<file path="config.mk">
export PLATFORM = sky130hd
export DESIGN_NAME = escalonador_datapath_flat
export DESIGN_NICKNAME = d
export VERILOG_FILES = /design/src/rtl/escalonador_pkg.sv /design/src/rtl/escalonador_datapath_if.sv /design/src/rtl/escalonador_datapath_arbitro_rr.sv /design/src/rtl/escalonador_datapath.sv /design/src/flat_wrapper.sv
export SDC_FILE = /design/constraint.sdc
export NUM_CORES = 1
export LEC_CHECK = 0
export CAP_MARGIN = 30
export CORE_MARGIN = 1.5
export CORE_UTILIZATION = 48
export DETAILED_ROUTE_END_ITERATION = 12
export PLACE_DENSITY_LB_ADDON = 0.2
export SLEW_MARGIN = 20
export SYNTH_ARGS = -nofsm -noshare
export SYNTH_HDL_FRONTEND = slang
export SYNTH_SLANG_ARGS = --single-unit
</file>
<file path="constraint.sdc">
create_clock -name clk -period 5.85 [get_ports clk]
set_input_delay 1.17 -clock clk [delete_from_list [all_inputs] [get_ports clk]]
set_output_delay 1.17 -clock clk [all_outputs]
set_load 0.02 [all_outputs]
</file>
<file path="src/rtl/escalonador_pkg.sv">
// Shared defaults and FSM state encoding for the round-robin datapath scheduler.
package escalonador_pkg;

  localparam int unsigned N_DEF       = 4;
  localparam int unsigned W_DEF       = 16;
  localparam int unsigned TIMEOUT_DEF = 15;

  typedef enum logic [1:0] {
    StOcioso  = 2'd0,
    StDispara = 2'd1,
    StEspera  = 2'd2,
    StEntrega = 2'd3
  } estado_t;

endpackage

</file>
<file path="src/rtl/escalonador_datapath_if.sv">
// Requester bus plus datapath-controller handshake for the scheduler.
interface escalonador_datapath_if #(
  parameter int unsigned N = 4,
  parameter int unsigned W = 16
) ();

  logic [N-1:0]   req;
  logic [N*W-1:0] x_in;
  logic [N-1:0]   ack;
  logic [W-1:0]   res_out;
  logic           erro;
  logic           busy;
  logic           dp_inicio;
  logic [W-1:0]   dp_x;
  logic           dp_pronto;
  logic [W-1:0]   dp_res;

  modport slave (
    input  req, x_in, dp_pronto, dp_res,
    output ack, res_out, erro, busy, dp_inicio, dp_x
  );

  modport master (
    output req, x_in, dp_pronto, dp_res,
    input  ack, res_out, erro, busy, dp_inicio, dp_x
  );

endinterface

</file>
<file path="src/rtl/escalonador_datapath_arbitro_rr.sv">
// Combinational round-robin pick: first unmasked requester at or after ptr, wrapping mod N.
module arbitro_rr #(
  parameter int unsigned N = 4,
  localparam int unsigned IW = (N > 1) ? $clog2(N) : 1
) (
  input  logic [N-1:0]  req,
  input  logic [N-1:0]  mask,
  input  logic [IW-1:0] ptr,
  output logic [N-1:0]  grant,
  output logic [IW-1:0] idx,
  output logic          valid
);

  logic [N-1:0]  elig;
  logic [IW-1:0] j;

  assign elig = req & ~mask;

  always_comb begin
    grant = '0;
    idx   = '0;
    valid = 1'b0;
    j     = '0;
    for (int unsigned k = 0; k < N; k++) begin
      j = IW'((32'(ptr) + k) % N);
      if (!valid && elig[j]) begin
        valid    = 1'b1;
        idx      = j;
        grant[j] = 1'b1;
      end
    end
  end

endmodule

</file>
<file path="src/rtl/escalonador_datapath.sv">
// Round-robin scheduler sharing one multi-cycle datapath among N requesters, with timeout abort.
module escalonador_datapath
  import escalonador_pkg::*;
#(
  parameter int unsigned N       = N_DEF,
  parameter int unsigned W       = W_DEF,
  parameter int unsigned TIMEOUT = TIMEOUT_DEF
) (
  input logic                  clk,
  input logic                  rst,
  escalonador_datapath_if.slave bus
);

  localparam int unsigned IW = (N > 1) ? $clog2(N) : 1;
  localparam int unsigned CW = $clog2(TIMEOUT + 1);

  estado_t       st_q;
  logic [IW-1:0] ptr_q, g_q;
  logic [N-1:0]  gnt_q;
  logic [CW-1:0] cnt_q;
  logic          erro_q, pos_ack_q;
  logic [N-1:0]  ack_q;
  logic          busy_q, dp_inicio_q;
  logic [W-1:0]  dp_x_q, res_q;

  logic [N-1:0]  mask, grant;
  logic [IW-1:0] idx;
  logic          valid;

  // The requester just acknowledged sits out exactly one arbitration cycle.
  assign mask = pos_ack_q ? gnt_q : '0;

  arbitro_rr #(.N(N)) u_arbitro (
    .req   (bus.req),
    .mask  (mask),
    .ptr   (ptr_q),
    .grant (grant),
    .idx   (idx),
    .valid (valid)
  );

  always_ff @(posedge clk) begin
    if (rst) begin
      st_q        <= StOcioso;
      ptr_q       <= '0;
      g_q         <= '0;
      gnt_q       <= '0;
      cnt_q       <= '0;
      erro_q      <= 1'b0;
      pos_ack_q   <= 1'b0;
      ack_q       <= '0;
      busy_q      <= 1'b0;
      dp_inicio_q <= 1'b0;
      dp_x_q      <= '0;
      res_q       <= '0;
    end else begin
      ack_q       <= '0;
      dp_inicio_q <= 1'b0;
      pos_ack_q   <= 1'b0;
      unique case (st_q)
        StOcioso: begin
          if (valid) begin
            g_q         <= idx;
            gnt_q       <= grant;
            dp_x_q      <= bus.x_in[32'(idx)*W +: W];
            busy_q      <= 1'b1;
            dp_inicio_q <= 1'b1;
            st_q        <= StDispara;
          end
        end
        StDispara: begin
          cnt_q <= '0;
          st_q  <= StEspera;
        end
        StEspera: begin
          if (bus.dp_pronto) begin
            res_q <= bus.dp_res;
            ack_q <= gnt_q;
            st_q  <= StEntrega;
          end else if (cnt_q == CW'(TIMEOUT - 1)) begin
            cnt_q  <= cnt_q + 1'b1;
            res_q  <= '0;
            erro_q <= 1'b1;
            ack_q  <= gnt_q;
            st_q   <= StEntrega;
          end else begin
            cnt_q <= cnt_q + 1'b1;
          end
        end
        StEntrega: begin
          ptr_q     <= (g_q == IW'(N - 1)) ? '0 : g_q + 1'b1;
          erro_q    <= 1'b0;
          busy_q    <= 1'b0;
          pos_ack_q <= 1'b1;
          st_q      <= StOcioso;
        end
        default: st_q <= StOcioso;
      endcase
    end
  end

  assign bus.ack       = ack_q;
  assign bus.erro      = erro_q;
  assign bus.busy      = busy_q;
  assign bus.dp_inicio = dp_inicio_q;
  assign bus.dp_x      = dp_x_q;
  assign bus.res_out   = res_q;

endmodule

</file>
<file path="src/flat_wrapper.sv">
// flat-port wrapper written by rule: the top's interface ports become plain ports
module escalonador_datapath_flat import escalonador_pkg::*;
#(
  parameter int unsigned N       = N_DEF,
  parameter int unsigned W       = W_DEF,
  parameter int unsigned TIMEOUT = TIMEOUT_DEF
)
  (clk, rst, bus_req, bus_x_in, bus_dp_pronto, bus_dp_res, bus_ack, bus_res_out, bus_erro, bus_busy, bus_dp_inicio, bus_dp_x);
  escalonador_datapath_if #(.N(N), .W(W)) bus_i ();
  input logic clk;
  input logic rst;
  input wire logic [$bits(bus_i.req)-1:0] bus_req;
  input wire logic [$bits(bus_i.x_in)-1:0] bus_x_in;
  input wire logic [$bits(bus_i.dp_pronto)-1:0] bus_dp_pronto;
  input wire logic [$bits(bus_i.dp_res)-1:0] bus_dp_res;
  output wire logic [$bits(bus_i.ack)-1:0] bus_ack;
  output wire logic [$bits(bus_i.res_out)-1:0] bus_res_out;
  output wire logic [$bits(bus_i.erro)-1:0] bus_erro;
  output wire logic [$bits(bus_i.busy)-1:0] bus_busy;
  output wire logic [$bits(bus_i.dp_inicio)-1:0] bus_dp_inicio;
  output wire logic [$bits(bus_i.dp_x)-1:0] bus_dp_x;
  assign bus_i.req = bus_req;
  assign bus_i.x_in = bus_x_in;
  assign bus_i.dp_pronto = bus_dp_pronto;
  assign bus_i.dp_res = bus_dp_res;
  assign bus_ack = bus_i.ack;
  assign bus_res_out = bus_i.res_out;
  assign bus_erro = bus_i.erro;
  assign bus_busy = bus_i.busy;
  assign bus_dp_inicio = bus_i.dp_inicio;
  assign bus_dp_x = bus_i.dp_x;
  escalonador_datapath #(.N(N), .W(W), .TIMEOUT(TIMEOUT)) u_core (.clk(clk), .rst(rst), .bus(bus_i));
endmodule
</file>
==> results.sh <==
# source this file to load flow results
export IMPL_critPathCapture="u_core.bus.dp_x[14]"
export IMPL_grt_setup_unrepaired="false"
export IMPL_drt_pass1_iter_count=4
export IMPL_die_x_um=86.89
export IMPL_track_usage_pct=23.36
export IMPL_port_buffers=125
export IMPL_comb_power_mw=0.921
export IMPL_clock_latency_ns=0.30
export IMPL_cts_tree="done"
export IMPL_nWellTaps=96
export IMPL_aoi_share_pct=23.48
export IMPL_status="finished, final reports clean"
export IMPL_antenna_found_initial=0
export IMPL_worstPathCellList="clkdlybuf4s50_1, a21boi_1, mux4_2, o32a_1, nand2_1, a21boi_0, o21ai_1, a311oi_2"
export IMPL_netlist_area_um2=3378
export IMPL_buf_share_pct=26.79
export IMPL_most_common_cell="dfxtp_1"
export IMPL_crit_start="bus_req[0]"
export IMPL_routed_wl_um=8886
export IMPL_adder_share_pct=5.926
export IMPL_dp_hpwl_um=6549
export IMPL_clk_share_pct=2.525
export IMPL_layout_top_cells="clkdlybuf4s50_1 (124), dfxtp_1 (54), nor2_1 (49)"
export IMPL_combPwrFrac_pct=53.7
export IMPL_antenna_left=0
export IMPL_n_antenna_cell=0
export IMPL_fin_cells=595
export IMPL_vias=3377
export IMPL_setup_tns_ns=0
export IMPL_top_area_share_pct=32.00
export IMPL_htree_levels=2
export IMPL_routabilityCongestion=0.8778
export IMPL_comb_share_pct=44.99
export IMPL_yosysSeqAreaShare_pct=32.00
export IMPL_switchingPower_mw=0.6858
export IMPL_path_buffers=1
export IMPL_fmax_ghz=0.2615
export IMPL_cts_root_buf="clkbuf_8"
export IMPL_cts_buffer_depth=2
export IMPL_p_leak_nw=1.745
export IMPL_synthTopLogicFamily="AND-OR/OR-AND gates"
export IMPL_grt_max_degree=55
export IMPL_drc=0
export IMPL_tightest_slew_ns=0.9632
export IMPL_seqCellArea_um2=1081
export IMPL_placed_cells=587
export IMPL_path_depth=8
export IMPL_clk_pin_slew_ns=0.10
export IMPL_layout_min_cycle_time_ns=3.824
export IMPL_min_to="u_core.g_q[1]"
export IMPL_startpoint_type="primary input"
export IMPL_r2r_cells=9
export IMPL_xor_area_share_pct=0
export IMPL_worstReg2RegStart="u_core.ptr_q[1]"
export IMPL_placed_cell_area_um2=4684
export IMPL_grt_pass1_wl_um=14380
export IMPL_synthToLayoutAreaGrowth_pct=42.26
export IMPL_avgSynthCellArea_um2=8.820
export IMPL_critical_path_top_delay_family="AND-OR/OR-AND gates"
export IMPL_wl_met2_um=4381
export IMPL_holdPathStages=2
export IMPL_avgRoutedWirePerCell_um=14.93
export IMPL_nNetsFinal=601
export IMPL_cap_violations=0
export IMPL_yosys_area_um2=3378
export IMPL_ys_sh_simple_pct=19.00
export IMPL_drv_slew=0
export IMPL_largest_class="multi-input combinational cells"
export IMPL_stdcell_area_um2=4806
export IMPL_ctsResizeCount=0
export IMPL_seqPwrFrac_pct=30.8
==> images/route_heat.png <==
17 x 17 tiles, from dark blue (low) to red (high), scaled to the fullest tile. Values are wire area over tile area, all layers added.
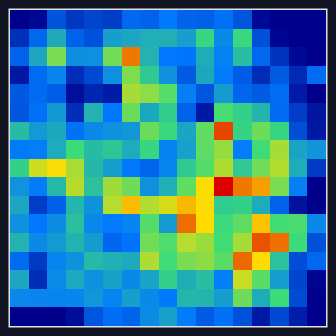
tiles over half the peak: 22%
densest ninth of the die: centre
fullest tile: 0.55

==> images/ff_map.png <==
Other sequential cells in the stronger grey, the rest of the logic in the fainter grey.
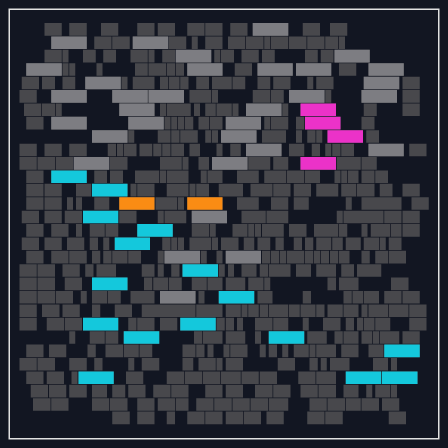
| colour | netlist name | flops |
|---|---|---|
| orange | u_core.st_q | 2 |
| cyan | u_core.bus.dp_x | 16 |
| magenta | u_core.gnt_q | 4 |
not coloured: 32

==> images/clock_nets.png <==
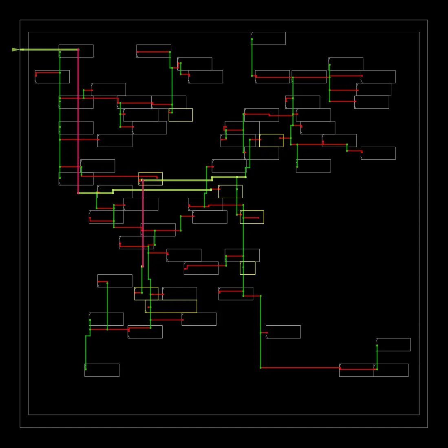
clock buffers: 6
Sink Count: 54
CTS buffer count: 5
Power Clock: 0.266 mW
flip-flops: 54

==> images/class_map.png <==
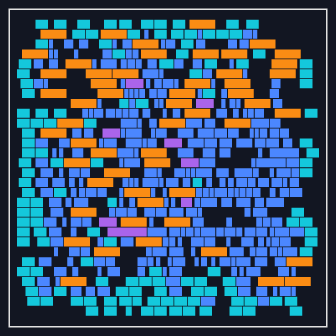
| colour | class | cells |
|---|---|---|
| purple | clock drivers and dummy loads | 8 |
| cyan | remaining buffers and delay cells | 130 |
| blue | remaining logic cells | 307 |
| orange | sequential cells | 54 |

==> images/clock_wires.png <==
Bar = 20 um.
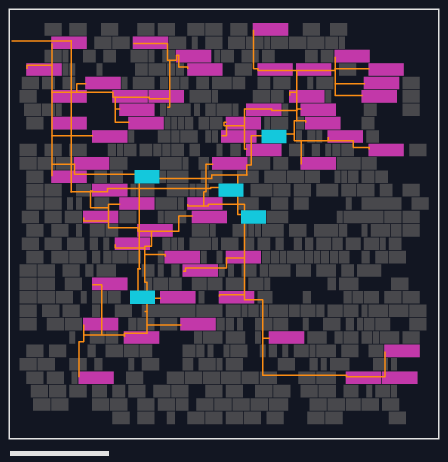
[magenta] flip-flops | count: 54
[cyan] clock-net drivers | count: 5
[orange] clock wires | length: 635 um
routed clock nets: 6

Power is estimated from default activity; no workload was simulated.
